==> config.mk <==
export PLATFORM = sky130hd
export DESIGN_NAME = clock_monitor
export DESIGN_NICKNAME = d
export VERILOG_FILES = /design/src/rtl/clock_monitor.sv
export SDC_FILE = /design/constraint.sdc
export NUM_CORES = 1
export LEC_CHECK = 0
export ABC_AREA = 1
export CORE_MARGIN = 2
export CORE_UTILIZATION = 55
export CTS_BUF_LIST = sky130_fd_sc_hd__clkbuf_16
export DETAILED_ROUTE_END_ITERATION = 12
export GPL_ROUTABILITY_DRIVEN = 1
export MAX_ROUTING_LAYER = met4
export PLACE_DENSITY = 0.8
export SLEW_MARGIN = 30
export SYNTH_ARGS = -nofsm -noshare
export SYNTH_HDL_FRONTEND = slang
export SYNTH_SLANG_ARGS = --single-unit
==> constraint.sdc <==
create_clock -name clk -period 2.9 [get_ports clk]
set_input_delay 0.58 -clock clk [delete_from_list [all_inputs] [get_ports clk]]
set_output_delay 0.58 -clock clk [all_outputs]
set_load 0.03 [all_outputs]
Figure 1. Signal metal coverage by tile (run 1).
Scale bar: 20 µm. 18 x 18 tiles, from dark blue (low) to red (high), scaled to the fullest tile. Values are wire area over tile area, all layers added.
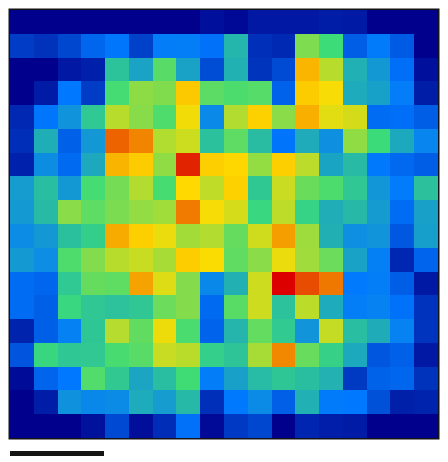
The fullest tile reaches 0.57. The densest ninth of the die: centre. 7.4% of the tiles are nearly empty.
via count: 4,156
GR Util All Layers: 28.4%
WL per Instance: 14.0 µm
Routed WL: 11,000 µm

Figure 2. Congestion heat map (run 1).
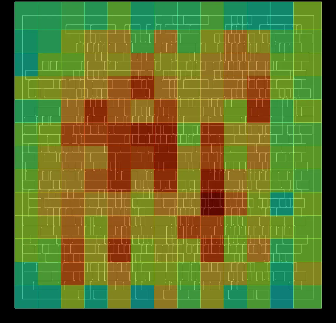
Most Crowded Layer GR: met2
post-layout util: 70.1%
met2 usage: 45.6%
met1 global-route usage: 37.8%

Figure 3. Placement by cell class (run 1).
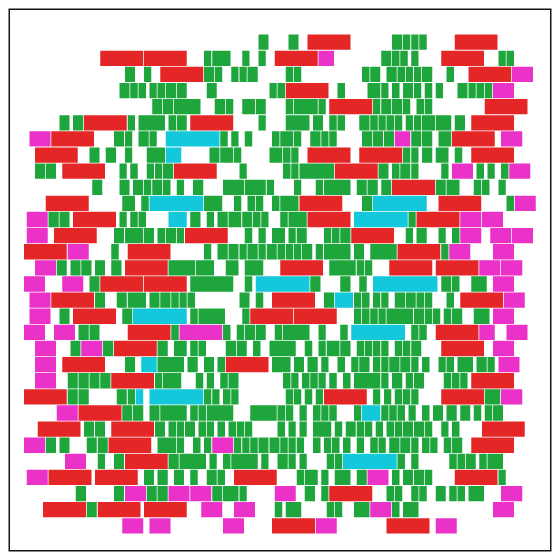
Key: clock drivers and dummy loads = cyan [cells 16]; all other logic = green [cells 529]; flip-flops = red [cells 76]; other buffers and delay cells = magenta [cells 61]
Core Region: 7290 µm²
Seq/total area: 29.7%

Figure 4. Register map, names as in the netlist (run 1).
Scale bar: 20 µm.
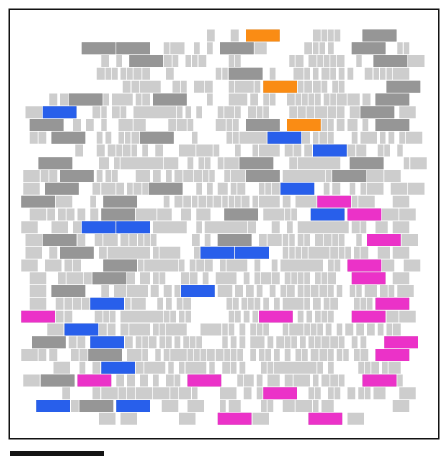
Key: period = magenta [flops 17]; high_cycles = blue [flops 16]; state = orange [flops 3]
Another 40 sequential cells are not coloured.
sequential standard cell area: 1520 µm²
P_seq: 1.05 mW

==> run_results.csv, run 1 <==
group,metric,value,unit
yosys,yosysTopAreaCell,"dfxtp_1",
final_timing,fmax,488,MHz
floorplanning,chipArea,8300,µm²
worst_setup_path,worstPathRequired,2320,ps
yosys,edf_count,0,
drt,drc,0,
finish,largest_cell_class,"combinational gates",
power_and_ir_drop,pwr-share-clk,50.8,%
yosys,async_flop_share,0,%
place,gp_congestion,0.931,
yosys,ys_top_cells_by_count,"nand2_1, inv_1, dfxtp_1",
power_and_ir_drop,ir_worst_vdd,0.318,mV
yosys,ys_warn_count,0,
floorplanning,taps,99,
drt,dr.pass1.iters,5,
worst_setup_path,crit_arrival,1470,ps
clock_network,hold_buffers,0,
worst_setup_path,crit_type,"flip-flop to output pin",
finish,insertedDiodeCount,0,
power_and_ir_drop,p_per_area,433,nW/µm²
final_timing,hold_viol_final,0,
finish,final_cells,781,
clock_network,clock_sinks,76,
place,dp.cells,765,
clock_network,cts_resized,0,
yosys,synthCells,623,
worst_setup_path,path_depth,1,
flow_run,drv_cap,0,
yosys,yosysMostFrequentCell,"nand2_1",
finish,comb_area,2210,µm²
final_timing,period_used_share,70.7,%
yosys,ys_seq_share,36.5,%
global_route,overflow,0,
outcome,status,"finished clean",
finish,ff_count,76,
clock_network,cts_tree,"built",
final_timing,worstMarginPinSlew,601,ps
clock_network,htreeDepth,3,
power_and_ir_drop,power_frac_seq,47.5,%
finish,num-nonclk-buffers,61,
yosys,syn_area_per_cell,6.70,µm²
finish,lay_top_count,"nand2_1",
final_timing,setup_tns,0,ps
finish,clk_share,5.87,%
worst_setup_path,cpPeakStageDelay,710,ps
yosys,synthSimpleGateAreaFrac,29.0,%
finish,logic_gates,436,
place,dp_slack,641,ps
global_route,grt_max_degree,52,
final_timing,slew_headroom,59.8,%
finish,layout.nonclk_buf_share,12.0,%
finish,final_cell_mix,"nand2_1, inv_1, dfxtp_1, a21oi_1, clkdlybuf4s50_1",
finish,areaGrowthSynthToFinish,22.5,%
worst_setup_path,critPathTopFamily,"buffers and inverters",
yosys,xor_share,2.31,%
global_route,antenna_found_initial,0,
clock_network,cts-root-buf,"clkbuf_16",
final_timing,fin_crit,2050,ps
finish,clock_buffers,9,
hold_path,holdPathStages,1,
yosys,ff_type,"dfxtp_1",
worst_setup_path,r2r_setup_slack,890,ps
worst_setup_path,cp_slowest_cell,"clkdlybuf4s50_1",
drt,drt_iter0_drc,307,
power_and_ir_drop,power_frac_comb,1.7,%
place,dp_hpwl,7980,µm
worst_setup_path,crit_buf_inv,1,
yosys,topCellsByArea,"dfxtp_1, nand2_1, inv_1",
yosys,logic_family,"simple AND/OR/NAND/NOR gates",
final_timing,final.setup.worst_slack,851,ps
power_and_ir_drop,leakagePower,2.29,nW
place,dpl_cell_area,4810,µm²
drt,met2WireLength,5090,µm
clock_network,cts.clk_slew.worst_paths,70,ps
drt,routed.top_layer,"met4",
power_and_ir_drop,p_comb,37.3,µW
power_and_ir_drop,power_switching,484,µW
yosys,ys.flops,76,
finish,comb_share,43.2,%
clock_network,numCtsBuffers,9,
power_and_ir_drop,p_int,1.73,mW
finish,nFillCells,648,
hold_path,min_path_type,"flip-flop to flip-flop",
yosys,synth_area,4170,µm²
yosys,top_area_share,36.5,%
worst_setup_path,cp_max_fo,4,
place,port_buffers,57,
worst_setup_path,cp-start-kind,"flip-flop",
floorplanning,die_y,91.1,µm
==> run 1 -> run 2 <==
clock period = 1.98 ns   (was 2.9 ns; I/O delays follow)
Figure 5. Congestion heat map (run 2).
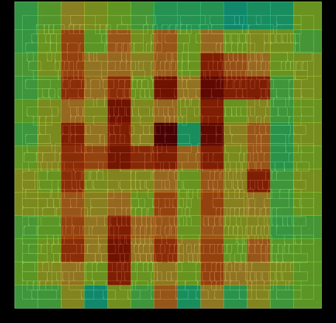
routing usage on met3: 5.06%
GR Util All Layers: 30.7%
WL per Instance: 14.7 µm
post-layout util: 71.9%

==> run 2 against run 1 <==
Against the previous run: cell count rose by 1.3%; critical path depth did not move; sequential share of layout area fell by 0.74 points; routed wire length rose by 6.5%; clock skew fell by 4.9 ps; die size did not move; first-iteration DRC count fell by 16%; sequential power rose by 47%; area after synthesis did not move; clock-buffer cell count did not move; largest power group unchanged.
==> run_results.csv, run 2 <==
group,metric,value,unit
power_and_ir_drop,p_int,2.78,mW
outcome,status,"finished clean",
yosys,xor_share,2.31,%
finish,lay_top_count,"nand2_1",
worst_setup_path,crit_arrival,1490,ps
worst_setup_path,cp_slowest_cell,"clkdlybuf4s50_1",
worst_setup_path,critPathTopFamily,"buffers and inverters",
yosys,ys_top_cells_by_count,"nand2_1, inv_1, dfxtp_1",
yosys,synthSimpleGateAreaFrac,29.0,%
finish,num-nonclk-buffers,71,
drt,num_vias,4250,
drt,routed.top_layer,"met4",
final_timing,fmax,531,MHz
drt,wl,11700,µm
worst_setup_path,crit_type,"flip-flop to output pin",
power_and_ir_drop,leakagePower,2.37,nW
place,dp_slack,185,ps
yosys,topCellsByArea,"dfxtp_1, nand2_1, inv_1",
finish,clock_buffers,9,
finish,areaGrowthSynthToFinish,25.7,%
yosys,yosysTopAreaCell,"dfxtp_1",
finish,final_cells,791,
global_route,top_usage_layer,"met2",
place,gp_congestion,0.924,
finish,comb_share,42.1,%
final_timing,period_used_share,95.2,%
floorplanning,taps,99,
final_timing,slew_headroom,68.9,%
power_and_ir_drop,pwr-share-clk,54.2,%
hold_path,holdPathStages,1,
place,dp.cells,775,
clock_network,cts_tree,"built",
final_timing,fin_crit,1880,ps
clock_network,cts_resized,0,
worst_setup_path,crit_buf_inv,1,
final_timing,hold_viol_final,0,
global_route,overflow,0,
finish,final_cell_mix,"nand2_1, inv_1, dfxtp_1, a21oi_1, clkdlybuf4s50_1",
power_and_ir_drop,power_frac_seq,44.1,%
global_route,grt_max_degree,52,
place,port_buffers,57,
yosys,async_flop_share,0,%
final_timing,final.setup.worst_slack,95.1,ps
final_timing,worstMarginPinSlew,464,ps
yosys,synth_area,4170,µm²
floorplanning,die_y,91.1,µm
power_and_ir_drop,power_switching,703,µW
yosys,logic_family,"simple AND/OR/NAND/NOR gates",
drt,drc,0,
drt,drt_iter0_drc,257,
yosys,top_area_share,36.5,%
finish,ff_count,76,
Power and IR drop assume default switching activity.
